--- src/rtl/m_dmem_ctrl_pkg.sv ---
// Shared definitions for the data-memory access controller:
// load/store funct3 codes, FSM encoding and the timeout abort value.
package m_dmem_ctrl_pkg;

  localparam logic [2:0] LS_B  = 3'b000;
  localparam logic [2:0] LS_H  = 3'b001;
  localparam logic [2:0] LS_W  = 3'b010;
  localparam logic [2:0] LS_BU = 3'b100;
  localparam logic [2:0] LS_HU = 3'b101;

  localparam int unsigned CNT_W      = 8;
  localparam logic [31:0] ABORT_DATA = 32'hDEAD_BEEF;

  typedef enum logic [1:0] {
    IDLE = 2'd0,
    REQ  = 2'd1,
    DONE = 2'd2
  } state_t;

  // funct3[1:0] carries the access size; bytes are always aligned
  function automatic logic ls_aligned(input logic [2:0] fct3, input logic [1:0] off);
    case (fct3[1:0])
      2'b00:   return 1'b1;
      2'b01:   return ~off[0];
      default: return (off == 2'b00);
    endcase
  endfunction

endpackage

--- src/rtl/m_dmem_ctrl_if.sv ---
// Data SRAM req/ack bus between the access controller (master) and the SRAM (slave).
interface m_dmem_ctrl_if #(
  parameter int unsigned ADDR_W = 14
) ();

  logic              m_req;
  logic              m_we;
  logic [ADDR_W-1:0] m_addr;
  logic [3:0]        m_be;
  logic [31:0]       m_wdata;
  logic              m_ack;
  logic [31:0]       m_rdata;

  modport master (
    output m_req, m_we, m_addr, m_be, m_wdata,
    input  m_ack, m_rdata
  );

  modport slave (
    input  m_req, m_we, m_addr, m_be, m_wdata,
    output m_ack, m_rdata
  );

endinterface

--- src/rtl/m_dmem_ctrl_ld_extract.sv ---
// Load lane select with sign/zero extension; combinational, shared by byte-addressable ports.
module m_ld_extract
  import m_dmem_ctrl_pkg::*;
(
  input  logic [31:0] word,
  input  logic [1:0]  off,
  input  logic [2:0]  fct3,
  output logic [31:0] data_c
);

  logic [7:0]  byte_v;
  logic [15:0] half_v;

  always_comb begin
    byte_v = 8'h00;
    case (off)
      2'd0: byte_v = word[7:0];
      2'd1: byte_v = word[15:8];
      2'd2: byte_v = word[23:16];
      2'd3: byte_v = word[31:24];
      default: byte_v = 8'h00;
    endcase
    half_v = off[1] ? word[31:16] : word[15:0];
  end

  always_comb begin
    data_c = word;
    case (fct3)
      LS_B:    data_c = {{24{byte_v[7]}}, byte_v};
      LS_BU:   data_c = {24'h000000, byte_v};
      LS_H:    data_c = {{16{half_v[15]}}, half_v};
      LS_HU:   data_c = {16'h0000, half_v};
      LS_W:    data_c = word;
      default: data_c = word;
    endcase
  end

endmodule

--- src/rtl/m_dmem_ctrl.sv ---
// Data-memory access controller: steers core loads/stores onto the SRAM req/ack bus,
// stalls the core while the access is in flight and returns extended load data.
module m_dmem_ctrl
  import m_dmem_ctrl_pkg::*;
#(
  parameter int unsigned ADDR_W  = 14,
  parameter int unsigned TIMEOUT = 255
) (
  input  logic        w_clk,
  input  logic        r_rst,
  input  logic        i_re,
  input  logic        i_we,
  input  logic [31:0] i_addr,
  input  logic [31:0] i_wdata,
  input  logic [2:0]  i_fct3,
  output logic [31:0] o_rdata,
  output logic        o_stall,
  output logic        o_misalign,
  output logic        o_err,
  m_dmem_ctrl_if.master mem
);

  // Counter value in the last REQ cycle before the abort
  localparam logic [CNT_W-1:0] CNT_LAST = CNT_W'(TIMEOUT - 1);

  state_t            state, state_d;
  logic [CNT_W-1:0]  cnt;
  logic [1:0]        off_q;
  logic [2:0]        fct3_q;
  logic              load_q;

  logic              req_c, aligned_c;
  logic              issue_c, reject_c, capture_c, abort_c;
  logic [3:0]        be_c;
  logic [31:0]       wdata_c, ext_c;
  logic              unused_addr_hi;

  assign req_c          = i_re | i_we;
  assign aligned_c      = ls_aligned(i_fct3, i_addr[1:0]);
  assign unused_addr_hi = ^i_addr[31:ADDR_W+2];

  always_ff @(posedge w_clk) begin
    if (!r_rst) state <= IDLE;
    else        state <= state_d;
  end

  always_comb begin
    state_d   = state;
    issue_c   = 1'b0;
    reject_c  = 1'b0;
    capture_c = 1'b0;
    abort_c   = 1'b0;
    case (state)
      IDLE: begin
        if (req_c) begin
          if (aligned_c) begin
            issue_c = 1'b1;
            state_d = REQ;
          end else begin
            reject_c = 1'b1;
          end
        end
      end
      REQ: begin
        if (mem.m_ack) begin
          capture_c = 1'b1;
          state_d   = DONE;
        end else if (cnt == CNT_LAST) begin
          abort_c = 1'b1;
          state_d = DONE;
        end
      end
      DONE:    state_d = IDLE;
      default: state_d = IDLE;
    endcase
  end

  assign o_stall = r_rst & (((state == IDLE) & req_c & aligned_c) | (state == REQ));

  // Store lane steering; a simultaneous read request is dropped in favour of the store
  always_comb begin
    be_c    = 4'b0000;
    wdata_c = 32'h0000_0000;
    if (i_we) begin
      case (i_fct3[1:0])
        2'b00: begin
          be_c    = 4'(4'b0001 << i_addr[1:0]);
          wdata_c = {4{i_wdata[7:0]}};
        end
        2'b01: begin
          be_c    = i_addr[1] ? 4'b1100 : 4'b0011;
          wdata_c = {2{i_wdata[15:0]}};
        end
        default: begin
          be_c    = 4'b1111;
          wdata_c = i_wdata;
        end
      endcase
    end
  end

  m_ld_extract u_ld_extract (
    .word   (mem.m_rdata),
    .off    (off_q),
    .fct3   (fct3_q),
    .data_c (ext_c)
  );

  always_ff @(posedge w_clk) begin
    if (!r_rst) begin
      cnt         <= '0;
      off_q       <= 2'b00;
      fct3_q      <= 3'b000;
      load_q      <= 1'b0;
      mem.m_req   <= 1'b0;
      mem.m_we    <= 1'b0;
      mem.m_addr  <= '0;
      mem.m_be    <= 4'b0000;
      mem.m_wdata <= 32'h0000_0000;
      o_rdata     <= 32'h0000_0000;
      o_misalign  <= 1'b0;
      o_err       <= 1'b0;
    end else begin
      o_misalign <= reject_c;
      o_err      <= abort_c;
      cnt        <= (state == REQ) ? cnt + CNT_W'(1) : '0;
      if (issue_c) begin
        mem.m_req   <= 1'b1;
        mem.m_we    <= i_we;
        mem.m_addr  <= i_addr[ADDR_W+1:2];
        mem.m_be    <= be_c;
        mem.m_wdata <= wdata_c;
        off_q       <= i_addr[1:0];
        fct3_q      <= i_fct3;
        load_q      <= ~i_we;
      end
      if (capture_c || abort_c) mem.m_req <= 1'b0;
      if (reject_c)                  o_rdata <= 32'h0000_0000;
      else if (abort_c)              o_rdata <= ABORT_DATA;
      else if (capture_c && load_q)  o_rdata <= ext_c;
    end
  end

endmodule

--- src/flat_wrapper.sv ---
// flat-port wrapper written by rule: the top's interface ports become plain ports
module m_dmem_ctrl_flat import m_dmem_ctrl_pkg::*;
#(
  parameter int unsigned ADDR_W  = 14,
  parameter int unsigned TIMEOUT = 255
)
  (w_clk, r_rst, i_re, i_we, i_addr, i_wdata, i_fct3, o_rdata, o_stall, o_misalign, o_err, mem_m_req, mem_m_we, mem_m_addr, mem_m_be, mem_m_wdata, mem_m_ack, mem_m_rdata);
  m_dmem_ctrl_if #(.ADDR_W(ADDR_W)) mem_i ();
  input  logic w_clk;
  input  logic r_rst;
  input  logic i_re;
  input  logic i_we;
  input  logic [31:0] i_addr;
  input  logic [31:0] i_wdata;
  input  logic [2:0] i_fct3;
  output logic [31:0] o_rdata;
  output logic o_stall;
  output logic o_misalign;
  output logic o_err;
  output wire logic [$bits(mem_i.m_req)-1:0] mem_m_req;
  output wire logic [$bits(mem_i.m_we)-1:0] mem_m_we;
  output wire logic [$bits(mem_i.m_addr)-1:0] mem_m_addr;
  output wire logic [$bits(mem_i.m_be)-1:0] mem_m_be;
  output wire logic [$bits(mem_i.m_wdata)-1:0] mem_m_wdata;
  input wire logic [$bits(mem_i.m_ack)-1:0] mem_m_ack;
  input wire logic [$bits(mem_i.m_rdata)-1:0] mem_m_rdata;
  assign mem_m_req = mem_i.m_req;
  assign mem_m_we = mem_i.m_we;
  assign mem_m_addr = mem_i.m_addr;
  assign mem_m_be = mem_i.m_be;
  assign mem_m_wdata = mem_i.m_wdata;
  assign mem_i.m_ack = mem_m_ack;
  assign mem_i.m_rdata = mem_m_rdata;
  m_dmem_ctrl #(.ADDR_W(ADDR_W), .TIMEOUT(TIMEOUT)) u_core (.w_clk(w_clk), .r_rst(r_rst), .i_re(i_re), .i_we(i_we), .i_addr(i_addr), .i_wdata(i_wdata), .i_fct3(i_fct3), .o_rdata(o_rdata), .o_stall(o_stall), .o_misalign(o_misalign), .o_err(o_err), .mem(mem_i));
endmodule
--- config.mk ---
export PLATFORM = sky130hd
export DESIGN_NAME = m_dmem_ctrl_flat
export DESIGN_NICKNAME = d
export VERILOG_FILES = /design/src/rtl/m_dmem_ctrl_pkg.sv /design/src/rtl/m_dmem_ctrl_if.sv /design/src/rtl/m_dmem_ctrl_ld_extract.sv /design/src/rtl/m_dmem_ctrl.sv /design/src/flat_wrapper.sv
export SDC_FILE = /design/constraint.sdc
export NUM_CORES = 1
export LEC_CHECK = 0
export ABC_AREA = 1
export CAP_MARGIN = 40
export CELL_PAD_IN_SITES_DETAIL_PLACEMENT = 2
export CELL_PAD_IN_SITES_GLOBAL_PLACEMENT = 2
export CORE_MARGIN = 4
export CORE_UTILIZATION = 21
export DETAILED_ROUTE_END_ITERATION = 8
export PLACE_DENSITY_LB_ADDON = 0.1
export SETUP_SLACK_MARGIN = 0.15
export SYNTH_ARGS = -nofsm -noshare
export SYNTH_HDL_FRONTEND = slang
export SYNTH_HIERARCHICAL = 1
export SYNTH_SLANG_ARGS = --single-unit
--- constraint.sdc ---
create_clock -name w_clk -period 1.4 [get_ports w_clk]
set_input_delay 0.28 -clock w_clk [delete_from_list [all_inputs] [get_ports w_clk]]
set_output_delay 0.28 -clock w_clk [all_outputs]
set_load 0.03 [all_outputs]
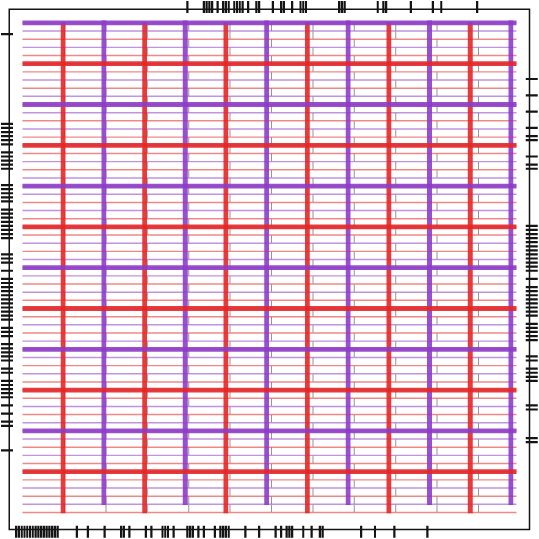
(images/power_grid.png)
Scale: 3 px per um. Pins as bars on the die edge. Tap cells in grey.
net	colour
VSS	red
VDD	purple
rows	60
met1 rails	61
met4 straps	12
tap cells	341

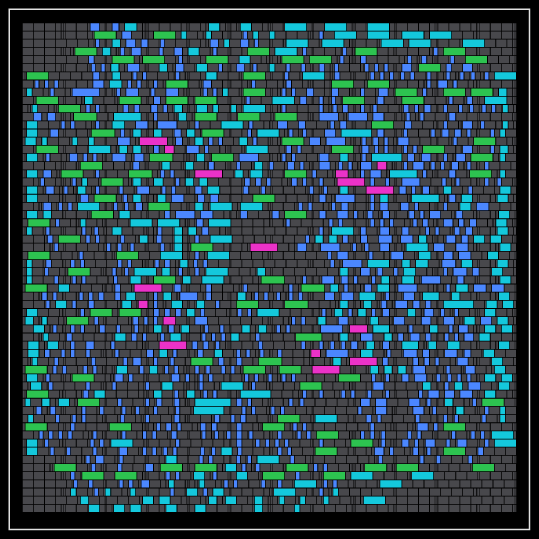
(images/placement_by_type.png)
Scale: 3 px per um. Fill, decap, tap and diode cells in grey.
class	colour	cells	share of their area
clock drivers and dummy loads	magenta	16	3.2%
remaining buffers and delay cells	cyan	295	34%
sequential cells	green	102	22%
combinational and other logic	blue	734	41%
number of core rows: 60
Core Area: 26,880 sq um

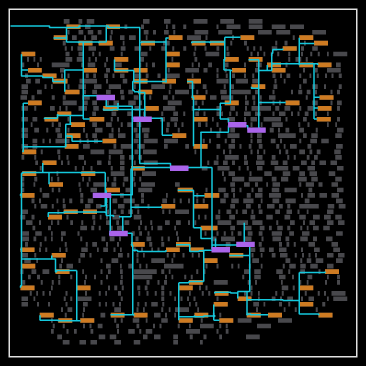
(images/clk_routes.png)
Scale: 2 px per um.
[flip-flops] orange | count: 102
[clock wires] cyan | length: 1,820 um
[clock drivers] purple | count: 9
routed clock nets	10
Clock group: 2.65 mW
Clock power frac: 0.288
Worst-Skew Late Latency: 0.36 ns
clock skew: 0.01514 ns

-- through the flow --
| stage | setup WS (ns) | power, mW | instances | setup TNS [ns] | hold WS (ns) |
|---|---|---|---|---|---|
| 5_1_grt | -0.3681 | 9.790 | 1490 | -14.80 | 0.4126 |
| 3_5_place_dp | -0.5943 | 6.068 | 1440 | -45.79 | 0.4702 |
| 3_3_place_gp | -0.5507 | 6.037 | 1440 | -42.00 | 0.4613 |
| 4_1_cts | -0.2626 | 9.115 | 1479 | -8.236 | 0.3708 |
| 2_1_floorplan | 0.002665 | 4.775 | 889 | 0 | 0.4297 |
| 6_report | -0.2549 | 9.209 | 1490 | -7.673 | 0.4050 |
-- synthesized netlist by cell type (3+ instances only) --
library cell and number:
buf_1 6, dfxtp_1 102, buf_2 15, buf_6 14, buf_4 4, nand2_1 237
nor2_2 4, nor2_4 3, o21ai_1 7, nand3_1 54, nand2_2 3, clkbuf_1 14
nand4_1 27, o211ai_1 8, o21bai_1 17, o21ai_0 27, a21oi_1 44, o22ai_1 8
inv_1 115, nor2_1 152, nand3_2 9
-- worst min path at each step --
stage	startpoint	endpoint	depth (start not counted)
2_1_floorplan	u_core/cnt[0]	u_core/cnt[0]	1
3_3_place_gp	u_core/cnt[4]	u_core/cnt[4]	2
3_5_place_dp	u_core/mem.m_wdata[0]	u_core/mem.m_wdata[0]	2
4_1_cts	r_rst	u_core/o_err	4
5_1_grt	r_rst	u_core/mem.m_wdata[31]	4
6_report	r_rst	u_core/o_err	4
-- power by group --
part,leakage (nW),internal (mW),switching [mW]
Combinational,3.55,1.53,1.82
Sequential,0.836,3.07,0.132
Clock,0.148,1.28,1.38
Total,4.53,5.88,3.33
-- sequential cells by signal, summed over array words and instances, names as in the netlist --
signal              count
u_core/mem.m_wdata     32
u_core/state            2
u_core/o_rdata         32
u_core/o_misalign       1
u_core/off_q            2
u_core/mem.m_we         1
u_core/mem.m_req        1
u_core/fct3_q           3
u_core/o_err            1
u_core/load_q           1
u_core/cnt              8
u_core/mem.m_be         4
u_core/mem.m_addr      14
-- placed cells by master (no fill, tap or decap), types with 5 or more instances in the layout --
cell type	instances
nor2_4	20
nor2_2	13
o21ai_1	7
nand3_4	11
buf_16	5
nor2_1	126
nand3_2	25
nand3_1	30
a21oi_2	18
inv_1	88
buf_6	13
buf_4	87
inv_2	25
nand2_4	5
nand2_2	12
clkdlybuf4s50_1	82
o21ai_0	15
nand4_1	27
dfxtp_1	93
dfxtp_2	8
a21oi_1	26
buf_12	50
o211ai_1	8
clkbuf_16	12
buf_2	42
nand2_1	224
o21bai_1	17
o21ai_2	11
-- layer usage --
metal,up-vias,routed length (um),track usage
li1,3287,-,-
met5,-,42,0
met1,3171,11230,0.2053
met3,16,1382,0.04635
met2,132,12780,0.2899
met4,8,142,0.03026
-- cells by family (layout without fill, tap and decap cells) --
family | after synthesis | in the layout | synth area share
AND-OR/OR-AND | 113 | 113 | 0.1139
XOR/XNOR | 2 | 2 | 0.003067
adder cells (fa/ha/maj) | 2 | 2 | 0.004380
buffers and inverters | 171 | 428 | 0.1404
flip-flops | 102 | 102 | 0.3574
other | 0 | 2 | 0
AND/OR/NAND/NOR | 499 | 500 | 0.3809
==> results_dict.tcl <==
# collected from the flow reports
set metrics [dict create \
    status "finished, violations left" \
    violations "negative setup slack" \
    biggestCellCategory "multi-input combinational cells" \
    synth_top_area_share 0.3574 \
    cp-endpoint "o_stall" \
    grt_pass1_wl_um 39850 \
    yosysUniqueCellTypes 36 \
    synth_area_per_cell_sq_um 6.426 \
    worst_slack_ns -0.2549 \
    rsz0062_at_grt "yes" \
    logic_gate_count 617 \
    path_cells "inv_2 > nand2_4 > nor2_4 > nand3_4 > nor2_4 > inv_4 > nand2_4 > buf_12" \
    post-cts-setup-buffers 16 \
    ys_cells 889 \
    maxSlewHeadroom 0.7887 \
    warnings 46 \
    crit_required_ns 1.12 \
    r2r_setup_slack_ns -0.25 \
    drt_iter0_drc 260 \
    synth_seq_share 0.3574 \
    port_buffers 174 \
    yosysWarnings 6 \
    arrival_ns 1.37 \
    inverters 117 \
    top_area_cell "dfxtp_1" \
    vias 6614 \
    grt_pass1_vias 7130 \
    setup_viol 73 \
    n_all_buffers 295 \
    flops 102 \
    edf_count 0 \
    drc 0 \
    syn_inst 889 \
    antenna_left 0 \
    htree_num_levels 3 \
    finalHoldViolations 0 \
    worstSetupStartpointType "flop" \
]
Power figures rest on the tool's default switching activity, not on a simulated workload.
